### src/rtl/mux2x1.sv
`timescale 1ns/1ps
`default_nettype none
// mux2x1: N-bit two-input selector with select tracking (sel_q, sel_toggle, saturating toggle_count).
// Optional output register enabled by defining MUX2X1_OUTREG_EN.
module mux2x1 #(
  parameter int N = 1
) (
  input  logic           clk,
  input  logic           rst,
  input  logic [2*N-1:0] in,
  input  logic           sel,
  output logic [N-1:0]   out,
  output logic           sel_q,
  output logic           sel_toggle,
  output logic [15:0]    toggle_count
);

  localparam logic [15:0] COUNT_MAX = 16'hFFFF;

  logic [N-1:0] in0;
  logic [N-1:0] in1;
  logic [N-1:0] sel_mask;
  logic [N-1:0] sel_word;
  logic         changed;

  assign in0      = in[N-1:0];
  assign in1      = in[2*N-1:N];
  assign sel_mask = {N{sel}};

  // The consensus term keeps bits that agree in both inputs defined under an unknown select.
  assign sel_word = (in0 & ~sel_mask) | (in1 & sel_mask) | (in0 & in1);

  assign changed = sel ^ sel_q;

  always_ff @(posedge clk) begin
    if (rst) begin
      sel_q        <= 1'b0;
      sel_toggle   <= 1'b0;
      toggle_count <= 16'd0;
    end else begin
      sel_q      <= sel;
      sel_toggle <= changed;
      if (changed && (toggle_count != COUNT_MAX))
        toggle_count <= toggle_count + 16'd1;
    end
  end

`ifdef MUX2X1_OUTREG_EN
  always_ff @(posedge clk) begin
    if (rst)
      out <= '0;
    else
      out <= sel_word;
  end
`else
  assign out = sel_word;
`endif

endmodule
`default_nettype wire

### config.mk
export PLATFORM = sky130hd
export DESIGN_NAME = mux2x1
export DESIGN_NICKNAME = d
export VERILOG_FILES = /design/src/rtl/mux2x1.sv
export SDC_FILE = /design/constraint.sdc
export NUM_CORES = 1
export LEC_CHECK = 0
export CELL_PAD_IN_SITES_DETAIL_PLACEMENT = 0
export CELL_PAD_IN_SITES_GLOBAL_PLACEMENT = 1
export CORE_UTILIZATION = 32
export CTS_CLUSTER_SIZE = 40
export DETAILED_ROUTE_END_ITERATION = 16
export DONT_BUFFER_PORTS = 1
export GPL_TIMING_DRIVEN = 0
export PLACE_DENSITY_LB_ADDON = 0.1
export SLEW_MARGIN = 20
export SYNTH_ARGS = -nofsm -noshare
export SYNTH_HDL_FRONTEND = slang
export SYNTH_SLANG_ARGS = --single-unit
### constraint.sdc
create_clock -name clk -period 5.5 [get_ports clk]
set_input_delay 1.1 -clock clk [delete_from_list [all_inputs] [get_ports clk]]
set_output_delay 1.1 -clock clk [all_outputs]
set_load 0.005 [all_outputs]
Run 1, the metal 1 layer:
Scale bar: 20 um. Supply wires on this layer in grey.
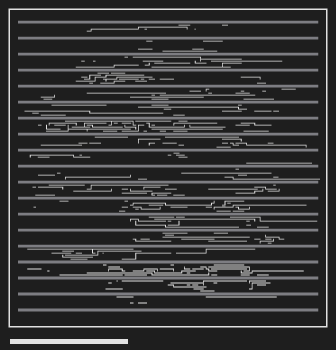
main direction	horizontal
nets with wire on the layer	100
wire length on this layer	1,040 um
share of all routed wire	50%
longest straight run	17.9 um
GR Util met1: 0.229
routed wire length: 2090 um
via count: 782

Run 1, placement view:
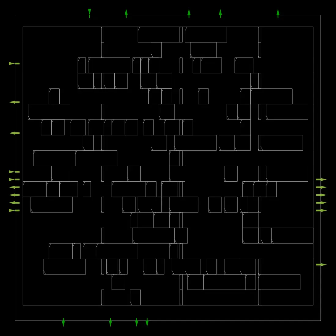
# rows: 18
flop share of the area: 0.387
Non-Filler Instances: 133
Well-Tap Cells: 30

Run 1, signal metal coverage by tile:
Scale bar: 20 um. The die is cut into 11 by 11 equal tiles; black is low, pale yellow is high, scaled to the fullest tile. Values are wire area over tile area, all layers added.
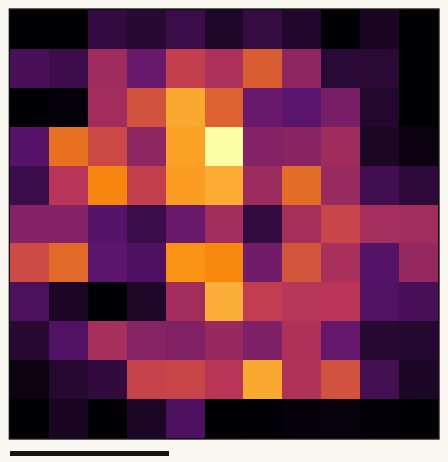
densest ninth of the die	centre
tiles over half the peak	22%
nearly empty tiles	14%
emptiest ninth of the die	upper right
mean over tiles	0.12
Tot GR Track Use: 0.166
post-DR wirelength/cell: 15.7 um

[run 1: path summary, 6_finish.rpt]
path,slack (ns),from,to
min reg2reg,0.54,toggle_count[5],toggle_count[5]
max,2.98,sel,out
max reg2reg,3.16,toggle_count[0],toggle_count[1]
min,0.54,toggle_count[5],toggle_count[5]
[run 1: kinds of logic (layout without fill, tap and decap cells)]
family                   after synthesis  count (layout)  synth area share
AND/OR/NAND/NOR                       45              45             0.298
AND-OR/OR-AND                         24              24             0.174
flip-flops                            18              18             0.420
buffers and inverters                  5               9            0.0248
XOR/XNOR                               3               3            0.0307
multiplexers                           3               3            0.0380
adder cells (fa/ha/maj)                1               1            0.0146
[run 1: through the flow]
stage           util  instance area (um^2)  power (mW)
2_1_floorplan      -                   857       0.153
4_1_cts        0.372                   931       0.242
3_5_place_dp   0.358                   895       0.157
5_1_grt        0.372                   931       0.252
3_3_place_gp   0.358                   895       0.157
6_report       0.372                   931       0.241
[run 1: per-layer routing]
layer | wire length [um] | GRT usage
met2 | 905 | 0.239
met4 | 29 | 0.0658
met3 | 116 | 0.0480
met1 | 1040 | 0.229
met5 | 0 | 0
[run 1: state kept, by name (all words and copies together) (netlist names)]
register      count
sel_q             1
sel_toggle        1
toggle_count     16
[run 1: layout make-up]
class / instances / area, um^2
plain buffers: 4 / 17.5
clock buffers: 4 / 36.3
fillers: 265 / 1570
inverters: 1 / 3.75
multi-input cells: 76 / 475
flip-flops and latches: 18 / 360
well taps: 30 / 37.5
[run 1: power by group]
part | switching (mW) | internal, mW
Clock | 0.0465 | 0.0404
Combinational | 0.00994 | 0.00620
Sequential | 0.00403 | 0.134
Total | 0.0605 | 0.180
==> out/qor.yml, run 1 <==
setup_slack_ns: 2.98
fmax_mhz: 397
fp_util: 0.343
yosysWarnings: 0
synth.top_cells.by_count: "dfxtp_1 (18), a21oi_1 (11), or4_1 (8), o31ai_1 (7), nand2_1 (6)"
yosysMostFrequentCell: "dfxtp_1"
drt_iter0_drc: 16
die_w_um: 53.8
reg2regPathDepth: 6
dp_hpwl_um: 1450
relSlewSlack: 0.459
vias_per_cell: 5.88
gp_congestion: 0.670
hold_viol: 0
cts_tree: "built"
yosysChipArea_um2: 857
place_ws_ns: 2.98
hold_class: "register to register"
syn2layout_area_growth_pct: 8.61
cpPeakStageDelay_ns: 0.32
p_leak_nw: 0.282
io_pins: 24
min_period_ns: 2.52
setup_tns_ns: 0
cap_viol_max_count: 0
ys_ff: 18
fin_crit_sh: 0.457
cp.arrival_ns: 1.42
path_buffers: 0
netlist_instances: 99
startpoint_type: "primary input"
clock-sinks: 18
worstPathCellList: "mux2_2"
cp_slowest_cell: "mux2_2"
clock_path_buffers: 2
async_flop_share: 0
grt_pass1_wl_um: 3440
cp_num_cells: 1
h-tree-depth: 1
layout-drive-gt1-share: 0.0971
layout_top_cell_excl_fill_tap: "dfxtp_1"
cp_max_fo: 4
antenna_found_initial: 0
status: "completed"
ctsHoldBuffers: 0
cts_resized: 0
hold_ws_ns: 0.540
ys_seq_share: 0.420
syn-num-nets: 105
largest_area_cell: "dfxtp_1"
ir_worst_vdd_uv: 98.8
endpoint_kind: "output pin"
nNetsFinal: 110
setup-violations-final: 0
die_area_um2: 2890
cts_root_buf: "clkbuf_4"
gr-total-overflow: 0
crit_family: "multiplexers"
power_density_nw_per_um2: 259
drc: 0
post_cts_buffers: 0
cp.required_ns: 4.40
clock_latency_ns: 0.30
grt_max_degree: 11
rsz0062_at_grt: "no"
dr.pass1.iters: 4
yosysUniqueCellTypes: 25
setup.worst_path.class: "primary input to output pin"
Run 1, metal layers overlaid:
Scale bar: 20 um. Only two layers are drawn.
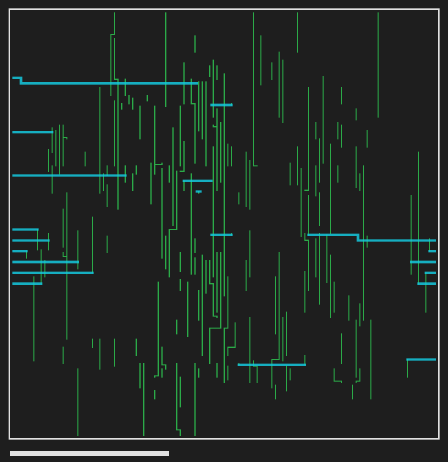

--- run 2 (diff from run 1) ---
Clock period 5.5 ns to 2.2 ns, I/O delays scaled along.
Run 2, metal layers overlaid:
Scale bar: 20 um. Only two layers are drawn.
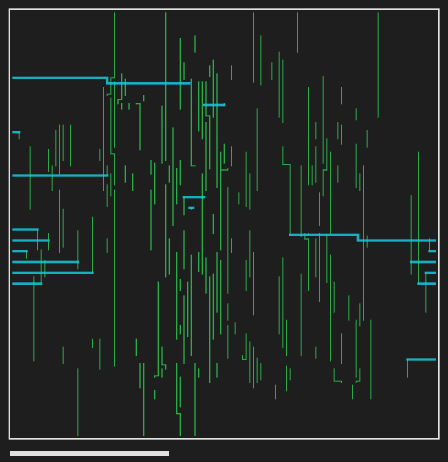
colour	layer	wire length
green	M2	933 um
cyan	M3	100 um
post-DR wirelength/cell: 15.7 um
Tot GR Track Use: 0.167
routed wire length: 2130 um
via count: 795

==> run 2 against run 1 <==
  * Setup slack worse by 2.8 ns
  * Critical path depth is 4 higher
  * Die size stayed put
  * Sequential power is 150% higher
  * Cell area is 5.0% higher
  * First-iteration DRC count is 31% lower
  * Synthesized cell count stayed put
  * Clock power is 150% higher
  * Power went up to 2.5 times the previous value
  * Global-route usage is 0.12 points higher
  * Combinational power went up to 3.2 times the previous value
  * Sequential share of layout area is 1.8 points lower
==> out/qor.yml, run 2 <==
clock-sinks: 18
layout-drive-gt1-share: 0.142
yosysMostFrequentCell: "dfxtp_1"
die_area_um2: 2890
reg2reg_from: "toggle_count[6]"
ir_worst_vdd_uv: 311
cts_root_buf: "clkbuf_4"
worstPathCellList: "nand4_1 > or3_1 > buf_2 > or4_1 > a21oi_1"
ys_seq_share: 0.420
die_w_um: 53.8
endpoint_kind: "register"
crit_end: "toggle_count[15]"
cp.arrival_ns: 2.24
p_leak_nw: 0.312
syn2layout_area_growth_pct: 14.0
setup.worst_path.class: "register to register"
tightest_slew_ns: 0.489
gp_congestion: 0.670
startpoint_type: "register"
fp_util: 0.343
cp_slowest_cell: "dfxtp_1"
ant_nets: 0
grt_pass1_vias: 705
instances_no_fill: 136
rsz0062_at_grt: "no"
yosysChipArea_um2: 857
drt_iter0_drc: 11
setup-violations-final: 0
async_flop_share: 0
h-tree-depth: 1
min_period_ns: 2.00
r2r-end: "toggle_count[15]"
total_power_mw: 0.613
io_buffers: 0
cts_buffers: 3
yosysWarnings: 0
cts_tree: "built"
regMostFlops: "toggle_count"
cp_max_fo: 10
cp.required_ns: 2.44
die_y_um: 53.8
largestRegisters: "toggle_count x16, sel_q x1, sel_toggle x1"
yosysUniqueCellTypes: 25
hold_viol: 0
nNetsFinal: 113
ctsHoldBuffers: 0
largest_reg_flops: 16
synth.top_cells.by_count: "dfxtp_1 (18), a21oi_1 (11), or4_1 (8), o31ai_1 (7), nand2_1 (6)"
reg2regPathDepth: 5
cap_viol_max_count: 0
hp-start: "sel"
power_density_nw_per_um2: 627
cpPeakStageDelay_ns: 0.50
relSlewSlack: 0.674
fin_crit_sh: 0.909
grt_max_degree: 11
syn-num-nets: 105
largest_area_cell: "dfxtp_1"
fill_cells: 263
setup_tns_ns: 0
io_pins: 24
fin_skew_ns: 0.00541
antenna_found_initial: 0
warnings: 26
hold_class: "primary input to register"
rows: 18
drc: 0
placed_cells: 129
hold_path_end: "sel_q"
grt_pass1_wl_um: 3460
regToRegSetupSlack_ns: 0.20
netlist_instances: 99
clock_latency_ns: 0.30
status: "completed"
crit_start: "toggle_count[6]"
clkSlewWorstSetupHoldPaths_ns: 0.12
ys_ff: 18
fmax_mhz: 500
layout_top_cell_excl_fill_tap: "dfxtp_1"
clock_path_buffers: 2
vias_per_cell: 5.85
syn_area_um2: 857
dr.pass1.iters: 4
dp_hpwl_um: 1450
gr-total-overflow: 0
==> run 2: layout make-up <==
type | count | area, um^2 | area share
Inverter | 1 | 3.75 | 0.00384
Timing Repair Buffer | 3 | 22.5 | 0.0230
Multi-Input combinational cell | 76 | 497 | 0.508
Clock buffer | 4 | 36.3 | 0.0371
Sequential cell | 18 | 360 | 0.369
Tap cell | 30 | 37.5 | 0.0384
Buffer | 4 | 20.0 | 0.0205
==> run 2: repair_timing <==
item | in CTS | in global routing
cloned | 0 | 0
pin swaps | 1 | 1
setup buffers | 0 | 3
setup endpoints to repair | 10 | 11
resized | 1 | 3
==> run 2: per-stage QoR <==
stage	hold WS, ns	utilization	instance area (um^2)	setup WS [ns]
2_1_floorplan	0.489	-	857	0.307
3_3_place_gp	0.510	0.358	895	-0.152
3_5_place_dp	0.526	0.358	895	-0.153
4_1_cts	0.271	0.377	942	0.0857
5_1_grt	0.270	0.391	977	0.00414
6_report	0.266	0.391	977	0.199
==> run 2: critical path, delay by kind of cell, from the launching register on <==
kind	cells	cell delay [ns]
simple gates	3	1.13
buf+inv	1	0.17
flops	1	0.50
compound gates	1	0.14
==> run 2: power by group <==
part	switching [mW]	internal, mW
sequential	0.0102	0.334
combinational	0.0269	0.0244
clock	0.116	0.101
total	0.153	0.460
==> run 2: kinds of logic (layout without fill, tap and decap cells) <==
family | count (synthesis) | in the layout | share of synthesized area
xor+xnor | 3 | 3 | 0.0307
compound gates | 24 | 24 | 0.174
flops | 18 | 18 | 0.420
buf+inv | 5 | 12 | 0.0248
fa+ha+maj | 1 | 1 | 0.0146
mux | 3 | 3 | 0.0380
simple gates | 45 | 45 | 0.298
==> run 2: routing by layer <==
layer  routed length (um)  track usage
met2                  932        0.239
met3                   99       0.0480
met4                   27       0.0658
met1                 1070        0.232
met5                    0            0
--- run 3 (diff from run 2) ---
Settings changed: ABC_AREA set to 0.
Run 3, metal layers overlaid:
Scale bar: 20 um. Only two layers are drawn.
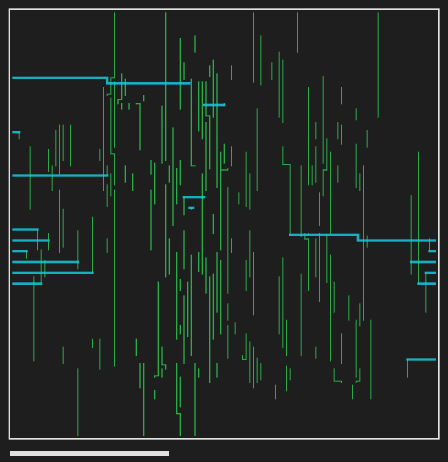
colour	layer	wire length
cyan	M3	100 um
green	M2	933 um

==> run 3 against run 2 <==
  * Synthesized area is the same
  * Non-clock buffer count is the same
  * Sequential power is essentially flat
  * Core utilization is the same
  * Cell area is the same
  * Critical path depth is the same
  * Routed wire length is the same
  * Sequential share of layout area is the same
  * Register-to-register slack is essentially flat
  * Largest power group unchanged
  * Highest routed layer unchanged
==> out/qor.yml, run 3 <==
status: "completed"
cp.arrival_ns: 2.24
final_util: 0.391
ys_ff: 18
crit_family: "simple AND/OR/NAND/NOR gates"
yosysUniqueCellTypes: 25
setup-violations-final: 0
p_leak_nw: 0.312
power_density_nw_per_um2: 627
cp.required_ns: 2.44
io_pins: 24
largestRegisters: "toggle_count x16, sel_q x1, sel_toggle x1"
flop_area_um2: 360
ant_nets: 0
cts_root_buf: "clkbuf_4"
fin_crit_sh: 0.909
hold_viol: 0
syn2layout_area_growth_pct: 14.0
syn_area_um2: 857
cp_max_fo: 10
startpoint_type: "register"
fin_skew_ns: 0.00541
rsz0062_at_grt: "no"
ys_seq_share: 0.420
yosysChipArea_um2: 857
layout-drive-gt1-share: 0.142
drt_iter0_drc: 11
die_y_um: 53.8
setup.worst_path.class: "register to register"
layout_top_cell_excl_fill_tap: "dfxtp_1"
regMostFlops: "toggle_count"
fmax_mhz: 500
clkSlewWorstSetupHoldPaths_ns: 0.12
internal-power_mw: 0.460
netlist_instances: 99
fp_util: 0.343
setup_tns_ns: 0
dr.pass1.iters: 4
worstPathCellList: "nand4_1 > or3_1 > buf_2 > or4_1 > a21oi_1"
largest_area_cell: "dfxtp_1"
cap_viol_max_count: 0
endpoint_kind: "register"
p_sw_frac: 0.250
p_clk_frac: 0.354
largest_reg_flops: 16
hold_class: "primary input to register"
cts_tree: "built"
setup_slack_ns: 0.199
warnings: 26
cp_slowest_cell: "dfxtp_1"
p_comb_frac: 0.084
clock_path_buffers: 2
via_count: 795
cpPeakStageDelay_ns: 0.50
grtUsageTotal: 0.167
gr-total-overflow: 0
synth.top_cells.by_count: "dfxtp_1 (18), a21oi_1 (11), or4_1 (8), o31ai_1 (7), nand2_1 (6)"
dp_hpwl_um: 1450
io_buffers: 0
hold_ws_ns: 0.266
vias_per_cell: 5.85
rows: 18
relSlewSlack: 0.674
yosysWarnings: 0
async_flop_share: 0
ir_worst_vdd_uv: 311
min_period_ns: 2.00
place_ws_ns: -0.153
syn-num-nets: 105
gp_congestion: 0.670
drc: 0
mi_logic_area_um2: 497
## run 3: cell counts after synthesis
No cell type changed its count.
## run 3: layout make-up
class,count,share of cell area
Multi-Input combinational cell,76,0.508
Sequential cell,18,0.369
Tap cell,30,0.0384
Clock buffer,4,0.0371
Timing Repair Buffer,3,0.0230
Buffer,4,0.0205
Inverter,1,0.00384
## run 3: cells by family (layout without fill, tap and decap cells)
group | after synthesis | count (layout) | synth area share
XOR/XNOR | 3 | 3 | 0.0307
adder cells (fa/ha/maj) | 1 | 1 | 0.0146
AND-OR/OR-AND | 24 | 24 | 0.174
flip-flops | 18 | 18 | 0.420
buffers and inverters | 5 | 12 | 0.0248
AND/OR/NAND/NOR | 45 | 45 | 0.298
multiplexers | 3 | 3 | 0.0380
## run 3: worst paths after layout
path	start	slack, ns	endpoint	depth (start not counted)
worst max-delay path	toggle_count[6]	0.20	toggle_count[15]	5
worst min-delay path	sel	0.27	sel_q	1
worst max register to register	toggle_count[6]	0.20	toggle_count[15]	5
worst min register to register	toggle_count[5]	0.54	toggle_count[5]	2
## run 3: power groups by stage
stage               combinational (mW)  clock (mW)  sequential [mW]
floorplan                       0.0318           0            0.350
global route                    0.0566       0.238            0.347
CTS                             0.0430       0.220            0.345
detailed placement              0.0409           0            0.353
finish                          0.0514       0.217            0.344
global placement                0.0403           0            0.352
## run 3: timing repair
action | CTS | global route
gates resized | 1 | 3
endpoints found under the setup margin | 10 | 11
pin swaps | 1 | 1
setup buffers | 0 | 3
endpoints found under the hold margin | 0 | 0
## run 3: metal layers
layer / global-route usage / up-vias / part of all wire
met5: 0 / - / 0
met4: 0.0658 / 0 / 0.013
met3: 0.0480 / 4 / 0.046
met2: 0.239 / 19 / 0.44
met1: 0.232 / 381 / 0.50
li1: - / 391 / -
Power figures rest on the tool's default switching activity, not on a simulated workload.
